**config.mk**
```make
export PLATFORM = sky130hd
export DESIGN_NAME = seq_booth_multiplier
export DESIGN_NICKNAME = d
export VERILOG_FILES = /design/src/rtl/mult_pkg.sv /design/src/rtl/booth_r4_encoder.sv /design/src/rtl/seq_booth_multiplier.sv
export SDC_FILE = /design/constraint.sdc
export NUM_CORES = 1
export LEC_CHECK = 0
export CORE_MARGIN = 5
export CORE_UTILIZATION = 55
export DETAILED_ROUTE_END_ITERATION = 8
export PLACE_DENSITY = 0.8
export SLEW_MARGIN = 25
export SYNTH_ARGS = -nofsm -noshare
export SYNTH_HDL_FRONTEND = slang
export SYNTH_SLANG_ARGS = --single-unit
```
**constraint.sdc**
```tcl
create_clock -name clk -period 4.85 [get_ports clk]
set_input_delay 0.485 -clock clk [delete_from_list [all_inputs] [get_ports clk]]
set_output_delay 0.485 -clock clk [all_outputs]
set_load 0.01 [all_outputs]
```
**src/rtl/mult_pkg.sv**
```systemverilog
`default_nettype none
// +------------------------------------------------------------------+
// | mult_pkg: shared width default, FSM states, Booth digit codes.   |
// | Revision: 1.0                                                    |
// +------------------------------------------------------------------+
package mult_pkg;

  localparam int DEFAULT_WIDTH = 32;

  typedef enum logic [1:0] {
    IDLE = 2'd0,
    CALC = 2'd1,
    DONE = 2'd2
  } state_t;

  typedef enum logic [2:0] {
    ZERO = 3'd0,
    POS1 = 3'd1,
    POS2 = 3'd2,
    NEG1 = 3'd3,
    NEG2 = 3'd4
  } booth_t;

endpackage
`default_nettype wire

```
**src/rtl/booth_r4_encoder.sv**
```systemverilog
`default_nettype none
// +------------------------------------------------------------------+
// | booth_r4_encoder: maps a 3-bit multiplier window to a digit.     |
// | Revision: 1.0                                                    |
// +------------------------------------------------------------------+
module booth_r4_encoder
  import mult_pkg::*;
(
  input  logic [2:0] win,
  output booth_t     enc
);

  always_comb begin
    enc = ZERO;
    case (win)
      3'b001, 3'b010: enc = POS1;
      3'b011:         enc = POS2;
      3'b100:         enc = NEG2;
      3'b101, 3'b110: enc = NEG1;
      default:        enc = ZERO;
    endcase
  end

endmodule
`default_nettype wire

```
**src/rtl/seq_booth_multiplier.sv**
```systemverilog
`default_nettype none
// +------------------------------------------------------------------+
// | seq_booth_multiplier: radix-4 Booth multiplier, one digit/cycle. |
// | Revision: 1.0                                                    |
// +------------------------------------------------------------------+
module seq_booth_multiplier
  import mult_pkg::*;
#(
  parameter int WIDTH = DEFAULT_WIDTH
) (
  input  logic                 clk,
  input  logic                 rst_n,
  input  logic                 in_valid,
  output logic                 in_ready,
  input  logic [WIDTH-1:0]     a,
  input  logic [WIDTH-1:0]     b,
  input  logic                 signed_mode,
  output logic                 out_valid,
  input  logic                 out_ready,
  output logic [2*WIDTH-1:0]   p,
  output logic                 busy
);

  localparam int XW    = WIDTH + 2;
  localparam int STEPS = WIDTH / 2 + 1;
  localparam int CW    = $clog2(STEPS + 1);

  state_t                 state_q, state_d;
  logic [XW-1:0]          a_q, a_d;
  logic [XW-1:0]          acc_q, acc_d;
  logic [XW:0]            mq_q, mq_d;
  logic [CW-1:0]          cnt_q, cnt_d;
  logic [2*WIDTH-1:0]     p_q, p_d;
  logic                   in_ready_q, in_ready_d;
  logic                   out_valid_q, out_valid_d;
  logic                   busy_q, busy_d;

  booth_t                 digit;
  logic [XW-1:0]          addend;
  logic                   sub;
  logic [XW-1:0]          sum;
  logic [XW-1:0]          step_acc;
  logic [XW:0]            step_mq;
  logic [XW-1:0]          a_ext;
  logic [XW-1:0]          b_ext;

  // mq_q holds the not-yet-retired multiplier bits with the b[-1] guard in bit 0.
  booth_r4_encoder u_enc (
    .win (mq_q[2:0]),
    .enc (digit)
  );

  always_comb begin
    addend = '0;
    sub    = 1'b0;
    case (digit)
      POS1: addend = a_q;
      POS2: addend = {a_q[XW-2:0], 1'b0};
      NEG1: begin addend = ~a_q;                 sub = 1'b1; end
      NEG2: begin addend = ~{a_q[XW-2:0], 1'b0}; sub = 1'b1; end
      default: addend = '0;
    endcase
  end

  assign sum      = acc_q + addend + {{(XW-1){1'b0}}, sub};
  assign step_acc = {{2{sum[XW-1]}}, sum[XW-1:2]};
  assign step_mq  = {sum[1:0], mq_q[XW:2]};

  assign a_ext = signed_mode ? {{2{a[WIDTH-1]}}, a} : {2'b00, a};
  assign b_ext = signed_mode ? {{2{b[WIDTH-1]}}, b} : {2'b00, b};

  always_comb begin
    state_d     = state_q;
    a_d         = a_q;
    acc_d       = acc_q;
    mq_d        = mq_q;
    cnt_d       = cnt_q;
    p_d         = p_q;
    in_ready_d  = in_ready_q;
    out_valid_d = out_valid_q;
    busy_d      = busy_q;
    case (state_q)
      IDLE: begin
        if (in_valid) begin
          a_d        = a_ext;
          mq_d       = {b_ext, 1'b0};
          acc_d      = '0;
          cnt_d      = CW'(STEPS);
          state_d    = CALC;
          in_ready_d = 1'b0;
          busy_d     = 1'b1;
        end
      end
      CALC: begin
        acc_d = step_acc;
        mq_d  = step_mq;
        cnt_d = cnt_q - CW'(1);
        if (cnt_q == CW'(1)) begin
          // All multiplier bits are shifted out: {acc, mq[XW:1]} is the full product.
          p_d         = {step_acc[WIDTH-3:0], step_mq[XW:1]};
          state_d     = DONE;
          out_valid_d = 1'b1;
        end
      end
      DONE: begin
        if (out_ready) begin
          state_d     = IDLE;
          out_valid_d = 1'b0;
          in_ready_d  = 1'b1;
          busy_d      = 1'b0;
        end
      end
      default: begin
        state_d     = IDLE;
        out_valid_d = 1'b0;
        in_ready_d  = 1'b1;
        busy_d      = 1'b0;
      end
    endcase
  end

  always_ff @(posedge clk or negedge rst_n) begin
    if (!rst_n) begin
      state_q     <= IDLE;
      a_q         <= '0;
      acc_q       <= '0;
      mq_q        <= '0;
      cnt_q       <= '0;
      p_q         <= '0;
      in_ready_q  <= 1'b1;
      out_valid_q <= 1'b0;
      busy_q      <= 1'b0;
    end else begin
      state_q     <= state_d;
      a_q         <= a_d;
      acc_q       <= acc_d;
      mq_q        <= mq_d;
      cnt_q       <= cnt_d;
      p_q         <= p_d;
      in_ready_q  <= in_ready_d;
      out_valid_q <= out_valid_d;
      busy_q      <= busy_d;
    end
  end

  assign in_ready  = in_ready_q;
  assign out_valid = out_valid_q;
  assign busy      = busy_q;
  assign p         = p_q;

endmodule
`default_nettype wire

```
### Clock nets, run 1

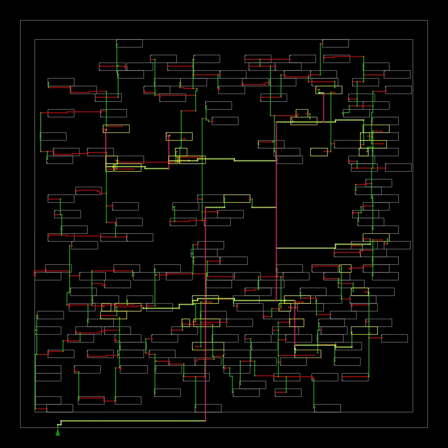
Clock Sink Count: 174
Final Skew: 0.00981 ns

### Signal wires on met3, run 1

Drawn at 3 px/µm.
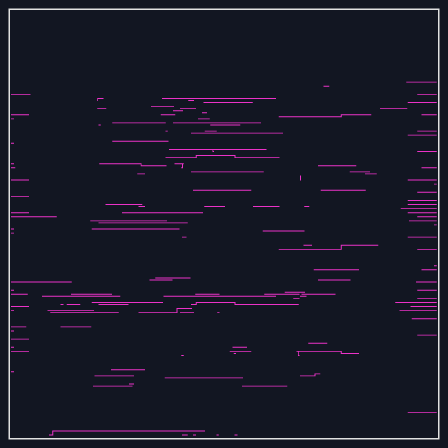
longest straight run: 50.6 µm
share of all routed wire: 5.5%
main direction: horizontal
wire length on this layer: 1,430 µm

### Routed metal per tile, run 1

Drawn at 2 px/µm. 29 x 29 tiles, from black (low) to pale yellow (high), scaled to the fullest tile. Values are wire area over tile area, all layers added.
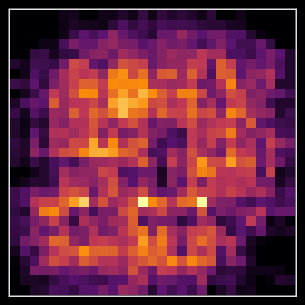
fullest tile: 0.60
nearly empty tiles: 8.2%
tiles over half the peak: 24%
mean over tiles: 0.20

### Cell sizes after repair, run 1

Drawn at 3 px/µm.
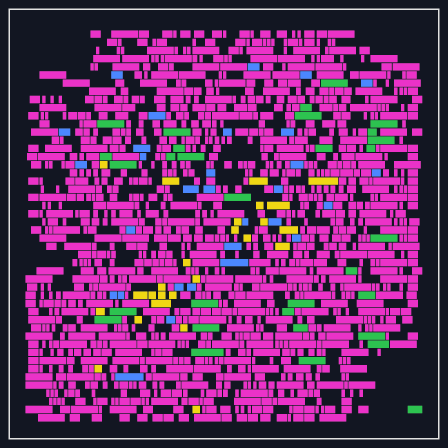
[yellow] x3 and x4 | cells: 25
[green] x6 and larger | cells: 31
[magenta] x1 and smaller | cells: 1,121
[blue] x2 | cells: 30

==> Implementation_results.wiki, run 1 <==
=== Synthesis and place and route ===
{| class="wikitable"
! Metric !! Value
|-
| Dominant cells by area after synthesis || dfrtp_1 45%, nand2_1 11%, o21ai_0 5.2%, a22oi_1 4.9%, ha_1 4.4%
|-
| # port buffers || between 100 and 150
|-
| PnR worst setup slack || approximately 0.73 ns
|-
| Routed wirelength normalized by instance count || approximately 18 µm
|-
| Final Hold Violation Tally || 0
|-
| Reg2Reg Launch Point || mq_q[2]
|-
| Largest net degree at the start of global routing || roughly 110
|-
| Yosys Warn Count || 0
|-
| Placed cell count || 1,400
|-
| Width of the die || between 100 and 150 µm
|-
| Fraction of registers with async set/reset || 1.00
|-
| Worst min-delay path class || in -> async
|-
| Total routing usage reported by global routing || 0.260
|-
| Final GP Congestion || 0.948
|-
| Final ANT Viol Nets || 0
|-
| Warning total across the stage logs || 29
|-
| Destination of the worst register-to-register timing path || p[60]
|-
| Number of vias per cell || 5.84
|-
| Instance count of the mapped netlist || 1,094
|-
| Effective utilization at floorplan || 0.560
|-
| Setup slack at placement || 0.755 ns
|-
| Critical Path Start Type || flip-flop
|-
| Chip footprint || between 0.02 and 0.025 mm²
|-
| Drt first-iter violations || 680
|-
| Post-synth top area share || 0.447
|-
| Number of global-route vias before repair || 8,150
|-
| Area of the placeable core || about 0.017 mm²
|-
| Required @ worst endpoint || approximately 5.2 ns
|-
| Worst setup slack for register-to-register paths || roughly 0.73 ns
|-
| Run status || completed
|-
| Upper clock frequency limit || between 200 and 250 MHz
|-
| Leading area contributor after synthesis || dfrtp_1
|-
| Clock Tree Buf Depth || 2
|-
| Number of nets at floorplan || 1,199
|-
| Global-route wire length before repair || 42,300 µm
|-
| Maximum capacitance violations || 0
|-
| Final period utilization || 0.850
|-
| RSZ-0062 raised after global routing || false
|-
| Clock transition at the registers of the reported paths || 0.08 ns
|-
| CTS resizes || 0
|-
| Post-CTS Hold Fix Bufs || 0
|-
| Number of enable flip-flop cells || 0
|-
| Capturing element of the worst setup path || p[60]
|-
| Clock period minus worst slack || around 4.1 ns
|-
| Sum of overflow across all layers after global routing || 0
|-
| Type of destination of the critical path || flip-flop
|-
| Clk latency late pin || 0.44 ns
|-
| Number of cells on the worst reg-to-reg path || 11
|-
| Wire length after detailed routing || ~26,000 µm
|-
| Layout cells sized above 1 || 0.0713
|-
| Final setup violation count || 0
|-
| Slew at the pin closest to its max-slew limit || about 1 ns
|-
| Netlist Area Pre-Place || 0.00969 mm²
|-
| Setup CP Type || reg -> reg
|-
| Routed met3 length || 1430 µm
|-
| Depth of the CTS H-tree || 4
|-
| Area grow syn2layout || 22.1%
|-
| Maximum fanout along the worst path || 26
|-
| Standard-cell rows || about 48
|-
| Number of buffers created by CTS || 17
|-
| Data arrival, critical path || between 4 and 5 ns
|-
| Number of synthesized register bits || about 170
|-
| Critical Path Source || mq_q[2]
|-
| Number of nets at the end of the flow || ~1,300
|-
| Sequential fraction of the synthesis area || 0.450
|-
| Total inserted antenna cells || 0
|-
| Final tally of max-slew violations || 0
|-
| Clock tree from TritonCTS || built
|-
| Post-route non-filler standard cell count || 1,432
|}
run 1: sequential cells by signal, summed over array words and instances, names as in the netlist:
signal	cells
a_q	33
out_valid	1
mq_q	35
acc_q	32
in_ready	1
busy	1
state_q	2
cnt_q	5
p	64
run 1: worst min path at each step:
stage	start	endpoint	depth (start not counted)
final	rst_n	p[8]	1
after global routing	rst_n	p[8]	1
after CTS	rst_n	p[6]	1
after detailed placement	p[24]	p[24]	2
after global placement	p[25]	p[25]	2
after floorplan	rst_n	a_q[0]	0
run 1: stage by stage:
| step | util | area [µm²] | hold WS, ns |
|---|---|---|---|
| after global placement | 0.648 | 11200 | 0.458 |
| after floorplan | - | 9690 | 0.189 |
| after detailed placement | 0.649 | 11200 | 0.462 |
| after CTS | 0.684 | 11800 | 0.230 |
| after global routing | 0.684 | 11800 | 0.230 |
| final | 0.684 | 11800 | 0.120 |
run 1: cell usage in the layout (no fill, tap or decap), drive strengths merged, types with 4 or more instances in the layout:
master and n:
clkdlybuf4s50 134, nor3 4, o31ai 11, a21o 9, nand3 23, xnor2 9, o31a 5, clkbuf 19
o21a 10, a211oi 4, a21oi 75, and2 6, a22oi 63, a22o 16, o21ai 109, dfrtp 173
nor2 23, ha 34, mux2 8, buf 15, xor2 45, inv 19, nand2 281, nand2b 9
nand4 5, nor2b 40, nor4b 4
run 1: kinds of logic (layout without fill, tap and decap cells):
group | Yosys count | in the layout | synth area share
compound gates | 329 | 329 | 0.223
buf+inv | 80 | 193 | 0.0320
xor+xnor | 54 | 54 | 0.0496
simple gates | 411 | 411 | 0.186
flops | 174 | 174 | 0.450
mux | 10 | 10 | 0.0114
fa+ha+maj | 36 | 36 | 0.0481
run 1: critical path, stage by stage (launching register included):
cell     delay (ns)
dfrtp_2        0.78
nand2_1        0.50
o21a_1         0.35
fa_1           0.46
nor2b_4        0.15
o31a_4         0.15
o31ai_2        0.08
o311a_4        0.39
o31ai_1        0.50
a21oi_1        0.20
xnor2_1        0.19
mux2_2         0.28
run 1: area by class of cell:
cell class / instances / area [µm²]
well taps: 225 / 282
flip-flops and latches: 174 / 4360
clock inverters: 14 / 169
repair buffers: 150 / 1480
clock buffers: 18 / 439
inverters: 11 / 41.3
fillers: 1387 / 5470
multi-input cells: 840 / 5060
run 1: layer usage:
metal,vias to the layer above,global-route usage
met2,224,0.415
li1,4023,-
met3,32,0.0512
met1,4078,0.365
met4,0,0.0700
met5,-,0
### Where the registers sit, run 1

Drawn at 2 px/µm. Other sequential cells in the stronger gray, the rest of the logic in the fainter gray.
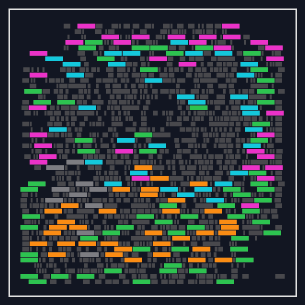

## Run 2: what changed since run 1
--- a/config.mk
+++ b/config.mk
@@ -6,9 +6,9 @@
 export NUM_CORES = 1
 export LEC_CHECK = 0
 export CORE_MARGIN = 5
-export CORE_UTILIZATION = 55
+export CORE_UTILIZATION = 50
 export DETAILED_ROUTE_END_ITERATION = 8
-export PLACE_DENSITY = 0.8
+export PLACE_DENSITY = 0.77
 export SLEW_MARGIN = 25
 export SYNTH_ARGS = -nofsm -noshare
 export SYNTH_HDL_FRONTEND = slang
==> constraint.sdc (replaced) <==
create_clock -name clk -period 3.4 [get_ports clk]
set_input_delay 0.34 -clock clk [delete_from_list [all_inputs] [get_ports clk]]
set_output_delay 0.34 -clock clk [all_outputs]
set_load 0.01 [all_outputs]
### Where the registers sit, run 2

Drawn at 2 px/µm. Other sequential cells in the stronger gray, the rest of the logic in the fainter gray.
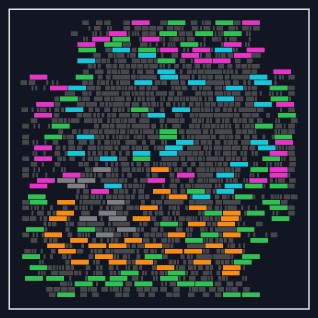
[cyan] `acc_q` | placed flops: 32
[green] `p` | placed flops: 64 | where: spread over the die
[orange] `mq_q` | placed flops: 35
[magenta] `a_q` | placed flops: 33
not colored: 10
flop share of the area: 0.343
Storage cell area: 0.00436 mm²
Final Core Density: 0.658

==> Implementation_results.wiki, run 2 <==
=== Synthesis and place and route ===
{| class="wikitable"
! Metric !! Value
|-
| Placed instance area || ~0.012 mm²
|-
| Fraction of registers with async set/reset || 1.00
|-
| Area grow syn2layout || 31.0%
|-
| Clock transition at the registers of the reported paths || around 0.070 ns
|-
| Clock tree from TritonCTS || built
|-
| RSZ-0062 raised after global routing || true
|-
| Number of nets at the end of the flow || 1,369
|-
| Sequential fraction of the synthesis area || 0.450
|-
| Setup CP Type || reg -> reg
|-
| Flip-flop count of the largest register, all copies and words added || 64
|-
| Worst setup slack for register-to-register paths || -0.07 ns
|-
| Total routing usage reported by global routing || 0.242
|-
| Run status || finished with violations
|-
| PnR worst setup slack || -0.0682 ns
|-
| Post-synth top area share || 0.447
|-
| Number of cells on the worst reg-to-reg path || 16
|-
| Largest net degree at the start of global routing || 78
|-
| Number of nets at floorplan || 1,199
|-
| Sum of overflow across all layers after global routing || 0
|-
| Number of synthesized register bits || between 150 and 200
|-
| Area of the placeable core || approximately 0.019 mm²
|-
| Setup slack at placement || about 0.0095 ns
|-
| Worst min-delay path class || in -> reg
|-
| Routed wirelength normalized by instance count || 18.1 µm
|-
| Tally of filler cells in the layout || roughly 1,500
|-
| Top logic cells by instance count in the layout || 279 x nand2_1, 172 x dfrtp_1, 134 x clkdlybuf4s50_1
|-
| Critical Path Start Type || flip-flop
|-
| Most common cell after layout, fill and taps aside || nand2_1
|-
| Violated checks || setup timing
|-
| Final Skew || 0.0127 ns
|-
| Chip footprint || approximately 0.022 mm²
|-
| Final period utilization || 1.02
|-
| Type of destination of the critical path || flip-flop
|-
| Final GP Congestion || 0.932
|-
| Leading area contributor after synthesis || dfrtp_1
|-
| Number of global-route vias before repair || around 8,500
|-
| Final tally of max-slew violations || 0
|-
| Post-layout instance area || 0.0127 mm²
|-
| Warning total across the stage logs || 28
|-
| Maximum fanout along the worst path || 8
|-
| Number of enable flip-flop cells || 0
|-
| Effective utilization at floorplan || 0.503
|-
| Clock Sink Count || between 150 and 200
|-
| Final setup violation count || 6
|-
| Wire length after detailed routing || approximately 28,000 µm
|-
| Worst Hold End || a_q[26]
|-
| Required @ worst endpoint || between 3 and 4 ns
|-
| Depth of the CTS H-tree || 4
|-
| Drt first-iter violations || 823
|-
| # port buffers || 135
|-
| Clk latency late pin || 0.44 ns
|-
| Placed cell count || around 1,500
|-
| Yosys Warn Count || 0
|-
| Data arrival, critical path || ~3.8 ns
|-
| Dominant cells by area after synthesis || dfrtp_1 45%, nand2_1 11%, o21ai_0 5.2%, a22oi_1 4.9%, ha_1 4.4%
|-
| Hold path start || a[26]
|-
| Instance count of the mapped netlist || roughly 1,100
|-
| Minimum hold slack || 0.428 ns
|}
run 2: logic make-up after synthesis:
group	share of synthesized area
AOI/OAI and AO/OA	0.223
xor gates and xnor gates	0.0496
adders and majority gates	0.0481
buffers and inverters	0.0320
DFF	0.450
muxes	0.0114
and+or+nand+nor	0.186
run 2: how the worst max path moves through the flow:
stage / start / to / cells after the start
after floorplan: mq_q[2] / p[56] / 15
after global placement: mq_q[0] / acc_q[8] / 16
after detailed placement: mq_q[1] / p[56] / 13
after CTS: mq_q[1] / p[59] / 14
after global routing: mq_q[1] / acc_q[19] / 16
final: mq_q[1] / acc_q[19] / 16
run 2: final cells by class:
class / instances / area [µm²] / area share
Clock buffer: 18 / 439 / 0.0346
Clock inverter: 14 / 174 / 0.0137
Inverter: 11 / 41.3 / 0.00325
Multi-Input combinational cell: 840 / 5290 / 0.417
Sequential cell: 174 / 4360 / 0.343
Tap cell: 265 / 332 / 0.0261
Timing Repair Buffer: 220 / 2060 / 0.162
run 2: metal layers:
layer | wire length (µm) | vias to the layer above | global-route usage
li1 | - | 4161 | -
met3 | 1660 | 71 | 0.0365
met1 | 12000 | 4323 | 0.336
met2 | 13400 | 383 | 0.393
met5 | 0 | - | 0
met4 | 790 | 0 | 0.0778
run 2: critical path: stages (launching register included):
cell and delay [ns]:
dfrtp_1 0.41, buf_6 0.15, xor2_4 0.22, buf_12 0.18, a22oi_2 0.14, o21ai_1 0.10, ha_1 0.36, a21oi_2 0.16
nor2_1 0.08, a2111oi_4 0.39, buf_4 0.19, a211oi_4 0.08, buf_4 0.15, o21bai_2 0.16, a21oi_2 0.09, o31a_1 0.32
o31ai_2 0.18
run 2: what timing repair did:
action	4_1_cts	5_1_grt
hold buffers	1	0
gates resized	1	64
setup endpoints to repair	5	31
pin swaps	0	36
setup buffers	0	18
hold endpoints to repair	74	0
gates cloned	0	2
### Clock nets, run 2

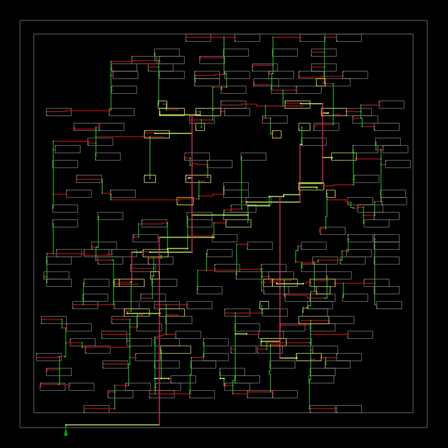

## Run 3: what changed since run 2
--- a/config.mk
+++ b/config.mk
@@ -5,10 +5,13 @@
 export SDC_FILE = /design/constraint.sdc
 export NUM_CORES = 1
 export LEC_CHECK = 0
+export ABC_AREA = 1
+export CORE_ASPECT_RATIO = 0.75
 export CORE_MARGIN = 5
 export CORE_UTILIZATION = 50
 export DETAILED_ROUTE_END_ITERATION = 8
 export PLACE_DENSITY = 0.77
+export SETUP_SLACK_MARGIN = 0.05
 export SLEW_MARGIN = 25
 export SYNTH_ARGS = -nofsm -noshare
 export SYNTH_HDL_FRONTEND = slang
### Clock nets, run 3

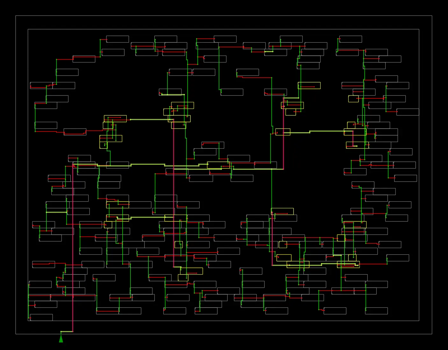
clock buffers: 17
Final Skew: 0.0124 ns
number of buffers created by CTS: 17

==> Implementation_results.wiki, run 3 <==
=== Synthesis and place and route ===
{| class="wikitable"
! Metric !! Value
|-
| Run status || completed
|-
| Adder and majority cell fraction of the synthesized area || 0.0479
|-
| Area fraction in mux cells || 0.00103
|-
| Flip-flop count of the largest register, all copies and words added || about 64
|-
| Type of destination of the critical path || flip-flop
|-
| Number of nets at floorplan || ~1,400
|-
| Clock period minus worst slack || 3.14 ns
|-
| PnR worst setup slack || roughly 0.26 ns
|-
| Clock Sink Count || between 150 and 200
|-
| Fraction of registers with async set/reset || 1.00
|-
| XOR/XNOR Area Share || 0.0117
|-
| Placed cell count || about 1,600
|-
| Worst Hold End || a_q[20]
|-
| Leading area contributor after synthesis || dfrtp_1
|-
| Final tally of max-slew violations || 0
|-
| Reg2Reg Launch Point || mq_q[1]
|-
| Number of cells on the worst hold path || 3
|-
| Number of enable flip-flop cells || 0
|-
| Data arrival, critical path || between 3 and 4 ns
|-
| Setup slack at placement || slightly below 0.08 ns
|-
| Yosys Warn Count || 0
|-
| Maximum fanout along the worst path || 10
|-
| Clk latency late pin || around 0.45 ns
|-
| Number of vias per cell || about 5.5
|-
| Clock tree from TritonCTS || built
|-
| Depth of the CTS H-tree || 4
|-
| Warning total across the stage logs || 29
|-
| Wire length after detailed routing || 28,800 µm
|-
| Simple Share, Synth || 0.254
|-
| Global-route wire length before repair || roughly 46,000 µm
|-
| Slew at the pin closest to its max-slew limit || around 0.82 ns
|-
| Instance count of the mapped netlist || roughly 1,300
|-
| Routed wirelength normalized by instance count || between 15 and 20 µm
|-
| Upper clock frequency limit || 318 MHz
|-
| Final ANT Viol Nets || 0
|-
| Chip footprint || roughly 0.022 mm²
|-
| Critical Path Start Type || flip-flop
|-
| Tally of filler cells in the layout || ~1,700
|-
| Number of nets at the end of the flow || approximately 1,500
|-
| Main combinational cell family by area after synthesis || simple AND/OR/NAND/NOR gates
|-
| Dominant cells by area after synthesis || dfrtp_1 45%, nand2_1 16%, o21ai_0 5.6%, inv_1 4.9%, ha_1 4.4%
|-
| Width of the die || between 150 and 200 µm
|-
| Effective utilization at floorplan || 0.505
|-
| Drt first-iter violations || 891
|-
| Final setup violation count || 0
|-
| Required @ worst endpoint || 3.72 ns
|-
| Final GP Congestion || about 0.97
|-
| Destination of the worst register-to-register timing path || p[54]
|-
| Hold path start || a[20]
|-
| Area grow syn2layout || 23.9%
|-
| Top logic cells by instance count in the layout || 405 x nand2_1, 172 x dfrtp_1, 134 x clkdlybuf4s50_1
|-
| Final Hold Violation Tally || 0
|-
| Most common cell after layout, fill and taps aside || nand2_1
|-
| Number of cells on the worst reg-to-reg path || 22
|-
| Placed instance area || 0.0113 mm²
|-
| Sum of overflow across all layers after global routing || 0
|-
| Layout cells sized above 1 || 0.0710
|-
| # port buffers || around 140
|-
| RSZ-0062 raised after global routing || false
|-
| Total inserted antenna cells || 0
|-
| Total routing usage reported by global routing || 0.264
|-
| Storage cell area || 0.00436 mm²
|-
| Post-synth top area share || 0.446
|-
| Number of synthesized register bits || about 170
|-
| Clock Tree Buf Depth || 2
|-
| Setup CP Type || reg -> reg
|-
| Clock transition at the registers of the reported paths || ~0.080 ns
|-
| Standard-cell rows || roughly 44
|-
| Largest net degree at the start of global routing || between 100 and 150
|-
| AO/OA Area Share || 0.161
|-
| Worst setup slack for register-to-register paths || about 0.26 ns
|}
[run 3: cell count changes after synthesis, sizes merged, moves of 35 or more]
| cell | change |
|---|---|
| nand2 | +144 |
| a21oi | -35 |
| inv | +122 |
| nor2 | +66 |
| o21ai | +42 |
| nor2b | -40 |
| clkbuf | -44 |
| xor2 | -41 |
[run 3: routing by layer]
| metal | share of wire | vias to the layer above | track usage |
|---|---|---|---|
| met5 | 0 | - | 0 |
| met3 | 0.074 | 38 | 0.0478 |
| met2 | 0.42 | 336 | 0.384 |
| li1 | - | 4441 | - |
| met1 | 0.49 | 4280 | 0.407 |
| met4 | 0.015 | 0 | 0.0713 |
[run 3: worst max path at each step]
stage,end,cells past startpoint
CTS,p[54],19
global placement,acc_q[15],14
detailed placement,p[62],19
finish,p[54],22
floorplan,p[60],20
global route,p[61],21
[run 3: what timing repair did]
action,in CTS,in global routing
endpoints found under the setup margin,1,47
hold buffers,1,0
hold endpoints to repair,9,0
buffers inserted,0,6
pin swaps,0,6
resized,1,27
[run 3: logic make-up (layout without fill, tap and decap cells)]
family	count (synthesis)	after routing
DFF	174	174
xor gates and xnor gates	13	13
adders and majority gates	36	36
muxes	1	1
and+or+nand+nor	598	598
AOI/OAI and AO/OA	266	266
buffers and inverters	180	321
[run 3: layout make-up]
type / count / area share
well taps: 253 / 0.0263
inverters: 134 / 0.0420
multi-input cells: 914 / 0.391
clock inverters: 15 / 0.0138
flip-flops and latches: 174 / 0.362
repair buffers: 155 / 0.130
clock buffers: 17 / 0.0354
[run 3: worst max-delay path: stages, from the launching register on]
cell,delay (ns)
dfrtp_1,0.44
inv_2,0.07
nand2_4,0.11
nand3_4,0.09
inv_2,0.08
buf_6,0.14
nand2_1,0.06
o211ai_1,0.13
fa_2,0.29
inv_1,0.06
fa_1,0.40
inv_2,0.09
nand2_2,0.08
o21ai_4,0.21
nand2_1,0.09
nand2_2,0.10
nand2_1,0.07
nand2_2,0.14
nand2_1,0.09
nand2_1,0.07
nand2_1,0.06
nand3_1,0.07
nand2_1,0.08
